--- config.mk ---
export PLATFORM = sky130hd
export DESIGN_NAME = shift_seq_stage_flat
export DESIGN_NICKNAME = d
export VERILOG_FILES = /design/src/rtl/shift_seq_stage_if.sv /design/src/rtl/shift_seq_stage.sv /design/src/flat_wrapper.sv
export SDC_FILE = /design/constraint.sdc
export NUM_CORES = 1
export LEC_CHECK = 0
export ABC_AREA = 1
export CORE_MARGIN = 5
export CORE_UTILIZATION = 35
export CTS_CLUSTER_DIAMETER = 80
export DETAILED_ROUTE_END_ITERATION = 8
export DONT_BUFFER_PORTS = 1
export GPL_TIMING_DRIVEN = 0
export PLACE_DENSITY_LB_ADDON = 0.25
export SYNTH_ARGS = -nofsm -noshare
export SYNTH_HDL_FRONTEND = slang
export SYNTH_SLANG_ARGS = --single-unit
--- constraint.sdc ---
create_clock -name clk -period 2.01 [get_ports clk]
set_clock_uncertainty 0.1 [all_clocks]
set_input_delay 0.201 -clock clk [delete_from_list [all_inputs] [get_ports clk]]
set_output_delay 0.201 -clock clk [all_outputs]
set_load 0.005 [all_outputs]
--- src/rtl/shift_seq_stage_if.sv ---
// Operand/result handshake bundle for the sequential shift stage.
// The master side is upstream/downstream logic; the slave side is the stage itself.
interface shift_seq_stage_if #(
   parameter int WIDTH   = 4,
   parameter int SHAMT_W = 4
);
   logic               in_valid;
   logic               in_ready;
   logic [WIDTH-1:0]   in_data;
   logic [SHAMT_W-1:0] in_shamt;
   logic [1:0]         in_op;
   logic               out_valid;
   logic               out_ready;
   logic [WIDTH-1:0]   out_data;
   logic               busy;

   modport master (
      output in_valid, in_data, in_shamt, in_op, out_ready,
      input  in_ready, out_valid, out_data, busy
   );

   modport slave (
      input  in_valid, in_data, in_shamt, in_op, out_ready,
      output in_ready, out_valid, out_data, busy
   );
endinterface

--- src/rtl/shift_seq_stage.sv ---
// Multi-cycle LSL/LSR/ASR/ROL shifter: captures one operand, shifts one bit per clock,
// then holds the registered result until the downstream side takes it.
module shift_seq_stage #(
   parameter int WIDTH   = 4,
   parameter int SHAMT_W = 4
) (
   input  logic              clk,
   input  logic              rst_n,
   shift_seq_stage_if.slave  ss_if
);

   localparam int CNT_W = $clog2(WIDTH + 1);
   localparam int CMP_W = (SHAMT_W > CNT_W) ? SHAMT_W : CNT_W;

   typedef enum logic [1:0] {
      ST_IDLE  = 2'b00,
      ST_SHIFT = 2'b01,
      ST_DONE  = 2'b10
   } state_e;

   typedef enum logic [1:0] {
      OP_LSL = 2'b00,
      OP_LSR = 2'b01,
      OP_ASR = 2'b10,
      OP_ROL = 2'b11
   } op_e;

   function automatic logic [WIDTH-1:0] step1(input logic [WIDTH-1:0] d, input op_e op);
      logic [WIDTH-1:0] r;
      r = d;
      case (op)
         OP_LSL:  r = {d[WIDTH-2:0], 1'b0};
         OP_LSR:  r = {1'b0, d[WIDTH-1:1]};
         OP_ASR:  r = {d[WIDTH-1], d[WIDTH-1:1]};
         OP_ROL:  r = {d[WIDTH-2:0], d[WIDTH-1]};
         default: r = d;
      endcase
      return r;
   endfunction

   state_e             state_q, state_d;
   op_e                op_q, op_d;
   logic [WIDTH-1:0]   data_q, data_d;
   logic [CNT_W-1:0]   cnt_q, cnt_d;
   logic               out_valid_q, out_valid_d;
   logic [WIDTH-1:0]   out_data_q, out_data_d;

   logic               in_ready_s;
   logic               accept_s;
   logic [CMP_W-1:0]   shamt_ext_s;
   logic [CNT_W-1:0]   n_s;
   logic [WIDTH-1:0]   step_s;

   // Ready depends only on registered state, and is forced low while reset is held.
   assign in_ready_s = (state_q == ST_IDLE) && rst_n;
   assign accept_s   = ss_if.in_valid && in_ready_s;

   // Effective step count: logical/arithmetic shifts saturate at WIDTH, rotates wrap.
   always_comb begin
      shamt_ext_s = CMP_W'(ss_if.in_shamt);
      n_s         = {CNT_W{1'b0}};
      if (op_e'(ss_if.in_op) == OP_ROL) begin
         n_s = CNT_W'(shamt_ext_s & CMP_W'(WIDTH - 1));
      end else if (shamt_ext_s >= CMP_W'(WIDTH)) begin
         n_s = CNT_W'(WIDTH);
      end else begin
         n_s = CNT_W'(shamt_ext_s);
      end
   end

   assign step_s = step1(data_q, op_q);

   // Next-state, datapath and result update.
   always_comb begin
      state_d     = state_q;
      op_d        = op_q;
      data_d      = data_q;
      cnt_d       = cnt_q;
      out_valid_d = out_valid_q;
      out_data_d  = out_data_q;
      case (state_q)
         ST_IDLE: begin
            if (accept_s) begin
               data_d = ss_if.in_data;
               op_d   = op_e'(ss_if.in_op);
               cnt_d  = n_s;
               if (n_s != {CNT_W{1'b0}}) begin
                  state_d = ST_SHIFT;
               end else begin
                  state_d     = ST_DONE;
                  out_valid_d = 1'b1;
                  out_data_d  = ss_if.in_data;
               end
            end else begin
               state_d = ST_IDLE;
            end
         end
         ST_SHIFT: begin
            data_d = step_s;
            cnt_d  = cnt_q - CNT_W'(1);
            if (cnt_q == CNT_W'(1)) begin
               state_d     = ST_DONE;
               out_valid_d = 1'b1;
               out_data_d  = step_s;
            end else begin
               state_d = ST_SHIFT;
            end
         end
         ST_DONE: begin
            // No bypass: the stage always passes through IDLE before a new capture.
            if (ss_if.out_ready) begin
               state_d     = ST_IDLE;
               out_valid_d = 1'b0;
            end else begin
               state_d = ST_DONE;
            end
         end
         default: begin
            state_d     = ST_IDLE;
            out_valid_d = 1'b0;
            cnt_d       = {CNT_W{1'b0}};
         end
      endcase
   end

   // State and datapath registers.
   always_ff @(posedge clk or negedge rst_n) begin
      if (!rst_n) begin
         state_q     <= ST_IDLE;
         op_q        <= OP_LSL;
         data_q      <= {WIDTH{1'b0}};
         cnt_q       <= {CNT_W{1'b0}};
         out_valid_q <= 1'b0;
         out_data_q  <= {WIDTH{1'b0}};
      end else begin
         state_q     <= state_d;
         op_q        <= op_d;
         data_q      <= data_d;
         cnt_q       <= cnt_d;
         out_valid_q <= out_valid_d;
         out_data_q  <= out_data_d;
      end
   end

   assign ss_if.in_ready  = in_ready_s;
   assign ss_if.out_valid = out_valid_q;
   assign ss_if.out_data  = out_data_q;
   assign ss_if.busy      = (state_q == ST_SHIFT) || (state_q == ST_DONE);

endmodule

--- src/flat_wrapper.sv ---
// flat-port wrapper written by rule: the top's interface ports become plain ports
module shift_seq_stage_flat 
#(
   parameter int WIDTH   = 4,
   parameter int SHAMT_W = 4
)
  (clk, rst_n, ss_if_in_valid, ss_if_in_data, ss_if_in_shamt, ss_if_in_op, ss_if_out_ready, ss_if_in_ready, ss_if_out_valid, ss_if_out_data, ss_if_busy);
  shift_seq_stage_if #(.WIDTH(WIDTH), .SHAMT_W(SHAMT_W)) ss_if_i ();
  input  logic clk;
  input  logic rst_n;
  input wire logic [$bits(ss_if_i.in_valid)-1:0] ss_if_in_valid;
  input wire logic [$bits(ss_if_i.in_data)-1:0] ss_if_in_data;
  input wire logic [$bits(ss_if_i.in_shamt)-1:0] ss_if_in_shamt;
  input wire logic [$bits(ss_if_i.in_op)-1:0] ss_if_in_op;
  input wire logic [$bits(ss_if_i.out_ready)-1:0] ss_if_out_ready;
  output wire logic [$bits(ss_if_i.in_ready)-1:0] ss_if_in_ready;
  output wire logic [$bits(ss_if_i.out_valid)-1:0] ss_if_out_valid;
  output wire logic [$bits(ss_if_i.out_data)-1:0] ss_if_out_data;
  output wire logic [$bits(ss_if_i.busy)-1:0] ss_if_busy;
  assign ss_if_i.in_valid = ss_if_in_valid;
  assign ss_if_i.in_data = ss_if_in_data;
  assign ss_if_i.in_shamt = ss_if_in_shamt;
  assign ss_if_i.in_op = ss_if_in_op;
  assign ss_if_i.out_ready = ss_if_out_ready;
  assign ss_if_in_ready = ss_if_i.in_ready;
  assign ss_if_out_valid = ss_if_i.out_valid;
  assign ss_if_out_data = ss_if_i.out_data;
  assign ss_if_busy = ss_if_i.busy;
  shift_seq_stage #(.WIDTH(WIDTH), .SHAMT_W(SHAMT_W)) u_core (.clk(clk), .rst_n(rst_n), .ss_if(ss_if_i));
endmodule
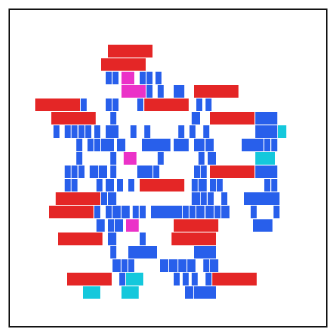
Figure 1: run 1, cell classes on the final placement.
legend:
  clock drivers and dummy loads:
    colour: magenta
    cells: 4
  flip-flops:
    colour: red
    cells: 16
  other buffers and delay cells:
    colour: cyan
    cells: 5
  all other logic:
    colour: blue
    cells: 117
Core Util, Final: 40.6%
post-route cell area: 1130 µm²
flop share of the area: 35.4%

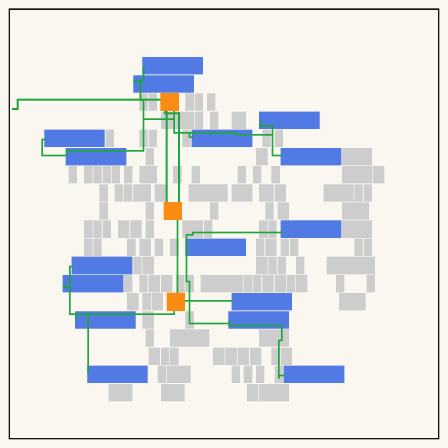
Figure 2: run 1, clock wires, drivers and flops.
legend:
  flip-flops:
    colour: blue
    count: 16
  cells driving clock nets:
    colour: orange
    count: 3
  clock wires:
    colour: green
    length: 236 µm
routed clock nets: 4
clock share of power: 12.3%
Power Clock: 221 µW
Latency at later pin: 0.29 ns

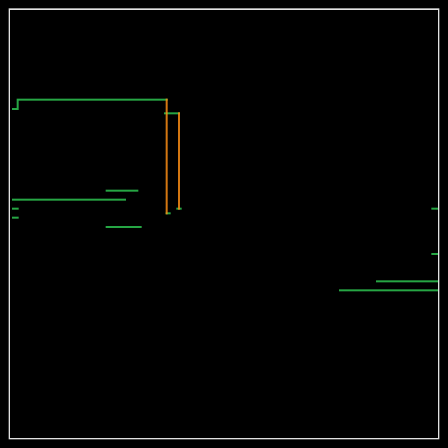
Figure 3: run 1, routed metal, one colour a layer.
Only two layers are drawn.
legend:
  met3:
    colour: green
    wire_length: 79.6 µm
  met4:
    colour: orange
    wire_length: 31.3 µm
DR vias: 865
DRT Wirelength: 2280 µm
Avg WL per Cell: 13.2 µm

==> flow_summary.ini, run 1 <==
; generated from flow reports
[logic_synthesis]
ys_sh_aoi_pct = 11.4
flop_cell = dfrtp_1
ys_cells = 135
top_logic_kind = simple AND/OR/NAND/NOR gates
syn_avg_cell_area_um2 = 7.59
synth_area_um2 = 1020
ys_sh_xor_pct = 0
ys_sh_mux_pct = 0
edf_count = 0
ys_area_um2 = 1020
synthArstFlopShare_pct = 100
common_cells = 51 x nand2_1, 18 x inv_1, 16 x dfrtp_1

[sta]
fin_setup_tns_ns = 0
setup_slack_ns = 0.285
final_max_slew_viol_count = 0
maxSlewHeadroom_pct = 49.3
fmax_ghz = 0.580
hold_viol_final = 0
whs_ns = 0.0249
finalClockPeriodUsage_pct = 85.8

[grt]
grt_usage_pct = 12.2
grt_pass1_wl_um = 3950
grtUsageMet2_pct = 19.6
grt-busiest-layer = met2
grt_pass1_vias = 866

[min_path]
hp-start = ss_if_out_ready
hold_path_class = primary input to flip-flop
whs_path_depth = 3

[final_layout]
largest_cell_class = logic gates
final-comb-area_um2 = 541
layout.area.seq_um2 = 400
clock_buffers = 4
area_growth_pct = 10.3
lay_top_cells = 51 x nand2_1, 18 x inv_1, 16 x dfrtp_1
clockNetworkAreaShare_pct = 3.21
buffers = 5
nFillCells = 298
drive_gt1_share_pct = 9.86

[floorplanning]
dieWidth_um = 64.1
die_h_um = 64.1

[drt]
wl_met3_um = 79
route.detailed.drc = 0
via_per_inst = 5.00
first_iter_violations = 17
maxUsedRoutingLayer = met4

[clocking]
cts-root-buf = clkbuf_4
cts_setup_buffers = 0
hold_buffers = 3
cts.path.max_buffers = 2
cts-buffers-inserted = 3

[critical_path]
reg2reg_to = u_core.data_q[1]$_DFFE_PN0P_
setup.worst_path.start = u_core.state_q[1]$_DFF_PN0_
path_max_fanout = 10
r2r-start = u_core.state_q[1]$_DFF_PN0_
reg2reg_slack_ns = 0.28
crit_family = buffers and inverters
path_class = flip-flop to flip-flop
crit_required_ns = 2.10
crit_cells = 8

[power]
ir_drop_uv = 744
power-top-group = combinational cells
powerComb_uw = 975
leakagePower_uw = 0.000584
power.switching_uw = 859
seq-power_uw = 601
swShare_pct = 47.8

[placed_design]
portBuffers = 0
placed_cell_area_um2 = 1060
placed_cells = 166

[job]
warnings = 30

[outcome]
status = completed
Figure 4. Congestion heat map (run 1).
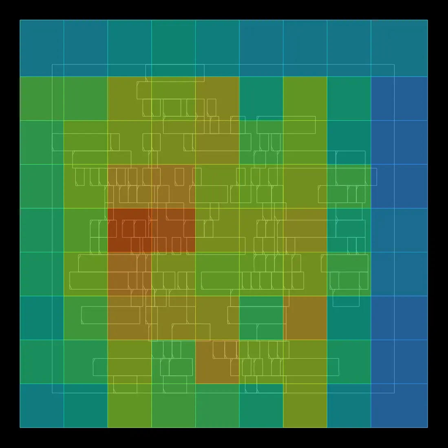

## Run 2: what changed since run 1
MAX_ROUTING_LAYER = met4   (was not set)
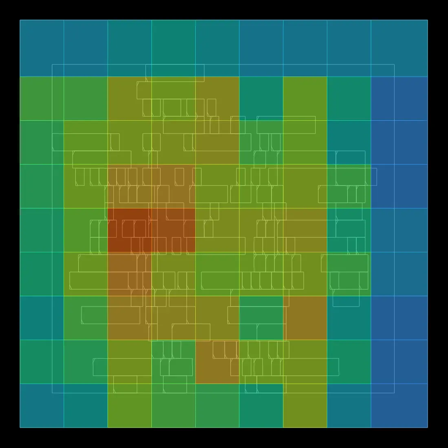
Figure 5: run 2, congestion heat map.
GRT Max-Usage Layer: met2
Avg WL per Cell: 13.2 µm
met3 Usage GRT: 1.93%

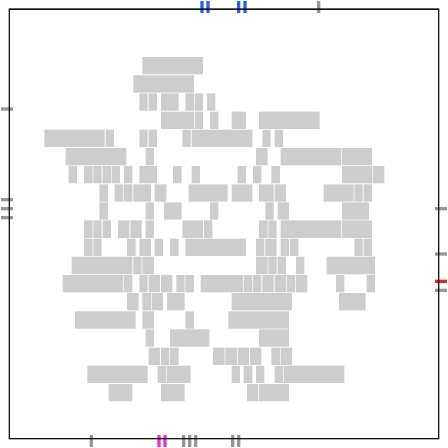
Figure 6: run 2, ports around the boundary.
Pins as bars across the die edge, other pins in grey.
legend:
  ss_if_in_ready:
    colour: red
    pins: 1
    direction: output
    edge: east
  ss_if_in_op:
    colour: magenta
    pins: 2
    direction: input
    edge: south
  ss_if_out_data:
    colour: blue
    pins: 4
    direction: output
    edge: north
Port Buffers: 0
Die Width: 64.1 µm
Die Ht: 64.1 µm

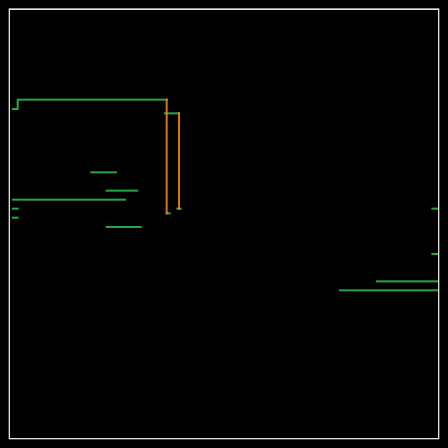
Figure 7: run 2, routed metal, one colour a layer.
Only two layers are drawn.
legend:
  met4:
    colour: orange
    wire_length: 31.3 µm
  met3:
    colour: green
    wire_length: 83.2 µm
DRT Wirelength: 2280 µm
DR vias: 868
overall routing resource usage: 12.5%

==> run 2 against run 1 <==
  * Sequential power about the same
  * Routed wire length is essentially flat
  * Worst hold slack stayed put
  * Critical path type unchanged
  * Combinational power hardly changed
==> flow_summary.ini, run 2 <==
; generated from flow reports
[outcome]
status = completed

[grt]
grt_pass1_wl_um = 3950
grt_pass1_vias = 866
grtUsageMet2_pct = 19.6
antenna_found_initial = 0

[logic_synthesis]
syn_avg_cell_area_um2 = 7.59
ys_area_um2 = 1020
ys_sh_adder_pct = 7.33
synth_cells = 135
ys_cells = 135
synth_area_leader_cell = dfrtp_1
fp_nets = 155
top_cell_area_share_pct = 39.1
ys_sh_mux_pct = 0
flop_cell = dfrtp_1
synthArstFlopShare_pct = 100
top_logic_kind = simple AND/OR/NAND/NOR gates
ys_sh_aoi_pct = 11.4
ys.flops = 16
edf_count = 0
synth_area_um2 = 1020
ys_sh_xor_pct = 0
common_cells = 51 x nand2_1, 18 x inv_1, 16 x dfrtp_1

[power]
ir_drop_uv = 743
clock_power_share_pct = 12.3
power.switching_uw = 859
power-top-group = combinational cells
seq-power_uw = 600
powerClk_uw = 221
swShare_pct = 47.8

[critical_path]
crit_required_ns = 2.10
path_max_fanout = 10
setup.worst_path.start = u_core.state_q[1]$_DFF_PN0_
crit_family = buffers and inverters
reg2reg_to = u_core.data_q[1]$_DFFE_PN0P_
path_class = flip-flop to flip-flop
crit_path_start_kind = flip-flop
r2r-start = u_core.state_q[1]$_DFF_PN0_
reg2reg_slack_ns = 0.28
crit_cells = 8

[final_layout]
largest_cell_class = logic gates
final_area_um2 = 1130
final-comb-area_um2 = 541
drive_gt1_share_pct = 9.86
area_growth_pct = 10.3
seq_area_share_pct = 35.4
clockNetworkAreaShare_pct = 3.21
buffers = 5
nFillCells = 298
layout.area.seq_um2 = 400
fin_util_pct = 40.6
lay_top_cells = 51 x nand2_1, 18 x inv_1, 16 x dfrtp_1
clock_buffers = 4

[drt]
wl_met3_um = 83
wl_met1_um = 1040
first_iter_violations = 19
maxUsedRoutingLayer = met4
wl_met2_um = 1130
via_per_inst = 5.02

[clocking]
cts_setup_buffers = 0
hold_buffers = 3
clock_latency_ns = 0.29
cts-root-buf = clkbuf_4
cts-buffers-inserted = 3
cts.path.max_buffers = 2

[sta]
hold_viol_final = 0
period_minus_slack_ns = 1.73
maxSlewHeadroom_pct = 49.3
fin_setup_tns_ns = 0
fmax_ghz = 0.579
final_max_slew_viol_count = 0
finalClockPeriodUsage_pct = 86.0
whs_ns = 0.0249

[job]
warnings = 30

[min_path]
hold_path_class = primary input to flip-flop
hp-start = ss_if_out_ready
whs_path_depth = 3

[placed_design]
placed_cell_area_um2 = 1060
placed_cells = 166
No activity file was given, so power comes from the tool's default toggle rates.
